### Cell classes on the final placement

Drawn at 4 px/µm.
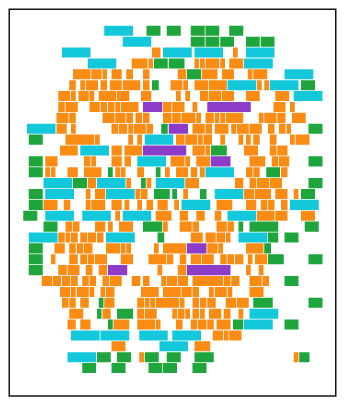
### Clock wiring as the flow saved it

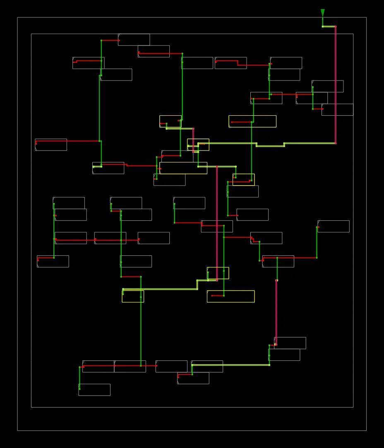
### M3 wires

Drawn at 4 px/µm. Cells faint in the background.
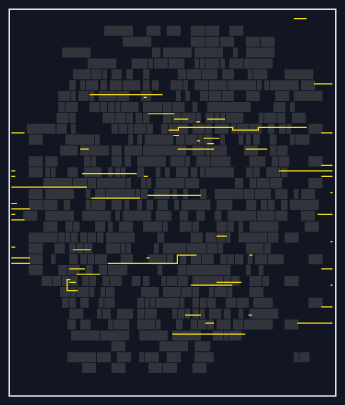
`src/rtl/pacman_pkg.sv`:
```
// Shared types, maze geometry and orientation helper for the Pac-Man motion controller.
package pacman_pkg;

  localparam int TILE = 8;
  localparam int COLS = 28;
  localparam int ROWS = 36;

  typedef enum logic [1:0] {
    RIGHT = 2'd0,
    LEFT  = 2'd1,
    UP    = 2'd2,
    DOWN  = 2'd3
  } dir_t;

  typedef enum logic [2:0] {
    IDLE,
    Q_REQ,
    Q_CUR,
    STEP,
    STOP
  } state_t;

  // Returns {h_flip, v_flip} for the sprite renderer.
  function automatic logic [1:0] dir_to_flip(input dir_t d);
    case (d)
      RIGHT:   return 2'b11;
      LEFT:    return 2'b01;
      UP:      return 2'b10;
      default: return 2'b00;
    endcase
  endfunction

endpackage

```
`src/rtl/pacman_neighbour_tile.sv`:
```
// Combinational neighbour-tile calculator: tile coordinates one step away in a direction.
// Columns wrap around the tunnel; rows outside the maze are flagged instead of wrapped.
module pacman_neighbour_tile
  import pacman_pkg::*;
(
  input  logic [5:0] x_tile,
  input  logic [5:0] y_tile,
  input  dir_t       dir,
  output logic [4:0] tx,
  output logic [5:0] ty,
  output logic       out_of_range
);

  logic [4:0] col;
  logic [6:0] row;

  always_comb begin
    col = 5'(x_tile);
    row = {1'b0, y_tile};
    case (dir)
      RIGHT:   col = (x_tile >= 6'(COLS - 1)) ? 5'd0 : 5'(x_tile + 6'd1);
      LEFT:    col = (x_tile == 6'd0) ? 5'(COLS - 1) : 5'(x_tile - 6'd1);
      UP:      row = {1'b0, y_tile} - 7'd1;
      default: row = {1'b0, y_tile} + 7'd1;
    endcase
  end

  // Row -1 underflows to 127, so a single upper-bound test covers both edges.
  assign out_of_range = (row > 7'(ROWS - 1));
  assign tx           = col;
  assign ty           = row[5:0];

endmodule

```
`src/rtl/pacman_motion_ctrl.sv`:
```
// Per-frame Pac-Man motion sequencer: direction latch, wall lookup handshake, position step.
// Optional mouth animation divider is enabled with `define PACMAN_ANIM_EN.
module pacman_motion_ctrl
  import pacman_pkg::*;
#(
  parameter int START_X = 104,
  parameter int START_Y = 208,
  parameter int SPEED   = 1,
  parameter int X_MAX   = 224
`ifdef PACMAN_ANIM_EN
  , parameter int ANIM_DIV = 4
`endif
) (
  input  logic       clk,
  input  logic       rst,
  input  logic       frame_tick,
  input  logic       dir_valid,
  input  logic [1:0] dir_in,
  output logic       wall_req,
  output logic [4:0] wall_tx,
  output logic [5:0] wall_ty,
  input  logic       wall_ack,
  input  logic       wall_hit,
  output logic [8:0] x_pac,
  output logic [8:0] y_pac,
  output logic       h_flip,
  output logic       v_flip,
  output logic       moving,
  output logic       busy,
  output logic       anim_frame,
  output state_t     state_dbg
);

  // Lookup handshake: wall_req rises with wall_tx/wall_ty and all three hold until the
  // cycle wall_ack is seen high; wall_hit is sampled only in that cycle, and an ack
  // arriving while wall_req is low is ignored.

  state_t     state;
  dir_t       cur_dir, req_dir, q_dir, nb_dir;
  logic [4:0] nb_tx;
  logic [5:0] nb_ty;
  logic       nb_oor, aligned, resolved, free;
  logic [9:0] x_wide;
  logic [8:0] next_x, next_y;

  // In IDLE the pending request is probed; afterwards only the current heading is.
  assign nb_dir = (state == IDLE) ? req_dir : cur_dir;

  pacman_neighbour_tile u_neighbour (
    .x_tile       (x_pac[8:3]),
    .y_tile       (y_pac[8:3]),
    .dir          (nb_dir),
    .tx           (nb_tx),
    .ty           (nb_ty),
    .out_of_range (nb_oor)
  );

  assign aligned  = ((x_pac & 9'(TILE - 1)) == 9'd0) && ((y_pac & 9'(TILE - 1)) == 9'd0);
  // A lookup skipped for an out-of-range row resolves at once as a wall.
  assign resolved = !wall_req || wall_ack;
  assign free     = wall_req && !wall_hit;

  always_comb begin
    x_wide = {1'b0, x_pac};
    next_x = x_pac;
    next_y = y_pac;
    case (cur_dir)
      RIGHT: begin
        x_wide = {1'b0, x_pac} + 10'(SPEED);
        next_x = (x_wide >= 10'(X_MAX)) ? 9'd0 : x_wide[8:0];
      end
      LEFT: begin
        x_wide = {1'b0, x_pac} - 10'(SPEED);
        next_x = x_wide[9] ? 9'(X_MAX - SPEED) : x_wide[8:0];
      end
      UP:      next_y = y_pac - 9'(SPEED);
      default: next_y = y_pac + 9'(SPEED);
    endcase
  end

  always_ff @(posedge clk) begin
    if (rst) begin
      state    <= IDLE;
      x_pac    <= 9'(START_X);
      y_pac    <= 9'(START_Y);
      cur_dir  <= LEFT;
      req_dir  <= LEFT;
      q_dir    <= LEFT;
      wall_req <= 1'b0;
      wall_tx  <= 5'd0;
      wall_ty  <= 6'd0;
      moving   <= 1'b0;
    end else begin
      if (dir_valid) req_dir <= dir_t'(dir_in);
      case (state)
        IDLE: begin
          if (frame_tick) begin
            if (aligned) begin
              state    <= Q_REQ;
              q_dir    <= req_dir;
              wall_req <= !nb_oor;
              wall_tx  <= nb_tx;
              wall_ty  <= nb_ty;
            end else begin
              state <= STEP;
            end
          end
        end
        Q_REQ: begin
          if (resolved) begin
            wall_req <= 1'b0;
            if (free) begin
              cur_dir <= q_dir;
              state   <= STEP;
            end else if (q_dir == cur_dir) begin
              state <= STOP;
            end else begin
              state    <= Q_CUR;
              wall_req <= !nb_oor;
              wall_tx  <= nb_tx;
              wall_ty  <= nb_ty;
            end
          end
        end
        Q_CUR: begin
          if (resolved) begin
            wall_req <= 1'b0;
            state    <= free ? STEP : STOP;
          end
        end
        STEP: begin
          x_pac  <= next_x;
          y_pac  <= next_y;
          moving <= 1'b1;
          state  <= IDLE;
        end
        STOP: begin
          moving <= 1'b0;
          state  <= IDLE;
        end
        default: state <= IDLE;
      endcase
    end
  end

  assign {h_flip, v_flip} = dir_to_flip(cur_dir);
  assign busy             = (state != IDLE);
  assign state_dbg        = state;

`ifdef PACMAN_ANIM_EN
  localparam int AW = (ANIM_DIV > 1) ? $clog2(ANIM_DIV) : 1;
  logic [AW-1:0] anim_cnt;

  always_ff @(posedge clk) begin
    if (rst) begin
      anim_cnt   <= '0;
      anim_frame <= 1'b0;
    end else if (state == STEP) begin
      if (anim_cnt == AW'(ANIM_DIV - 1)) begin
        anim_cnt   <= '0;
        anim_frame <= !anim_frame;
      end else begin
        anim_cnt <= anim_cnt + 1'b1;
      end
    end
  end
`else
  assign anim_frame = 1'b0;
`endif

endmodule

```
`config.mk`:
```
export PLATFORM = sky130hd
export DESIGN_NAME = pacman_motion_ctrl
export DESIGN_NICKNAME = d
export VERILOG_FILES = /design/src/rtl/pacman_pkg.sv /design/src/rtl/pacman_neighbour_tile.sv /design/src/rtl/pacman_motion_ctrl.sv
export SDC_FILE = /design/constraint.sdc
export NUM_CORES = 1
export LEC_CHECK = 0
export CORE_ASPECT_RATIO = 1.2
export CORE_MARGIN = 3
export CORE_UTILIZATION = 45
export DETAILED_ROUTE_END_ITERATION = 7
export GPL_TIMING_DRIVEN = 0
export PLACE_DENSITY = 0.75
export SETUP_SLACK_MARGIN = 0.02
export SKIP_LAST_GASP = 1
export SLEW_MARGIN = 20
export SYNTH_ARGS = -nofsm -noshare
export SYNTH_HDL_FRONTEND = slang
export SYNTH_HIERARCHICAL = 1
export SYNTH_SLANG_ARGS = --single-unit
```
`constraint.sdc`:
```
create_clock -name clk -period 4 [get_ports clk]
set_input_delay 1.2 -clock clk [delete_from_list [all_inputs] [get_ports clk]]
set_output_delay 1.2 -clock clk [all_outputs]
set_load 0.01 [all_outputs]
```
==> impl_metrics.env <==
# flow metrics
export IMPL_power_internal_uw=954
export IMPL_drtIter0Drc=213
export IMPL_worstSetupPathType="flop to flop"
export IMPL_drv_slew=0
export IMPL_drv_cap=0
export IMPL_cp_end_kind="flop"
export IMPL_chipArea_um2=7830
export IMPL_status="finished clean"
export IMPL_yosysUniqueCellTypes=77
export IMPL_synth_nets=400
export IMPL_netlist_instances=378
export IMPL_top_cells_by_count="dfxtp_1, nor2_1, nand2_1, a21oi_1, inv_1"
export IMPL_gp_congestion=0.931
export IMPL_crit_end="wall_req$_SDFFE_PP0P_"
export IMPL_combGateArea_um2=2000
export IMPL_hold_end="moving$_SDFFE_PP0P_"
export IMPL_area_growth_pct=23.2
export IMPL_max_freq_mhz=290
export IMPL_antenna_found_initial=0
export IMPL_wl_per_cell_um=14.9
export IMPL_edf_count=0
export IMPL_p_clk_uw=468
Back to the opening pictures, 'Cell classes on the final placement':
Key: clock drivers and dummy loads = purple [cells 8]; registers = cyan [cells 40]; remaining buffers and delay cells = green [cells 69]; remaining logic cells = orange [cells 313]
Layout Utilization: 57.8%
Rows: 32

Back to the opening pictures, 'Clock wiring as the flow saved it':
seq_cells: 40
clock sink total: 40
clock buf count: 5

Back to the opening pictures, 'M3 wires':
The layer holds 4.0% of the routed length. 48 nets have wire on it. The wires run mostly horizontal. The layer carries 304 µm of wire.
WL final: 7690 µm
DR vias: 2934

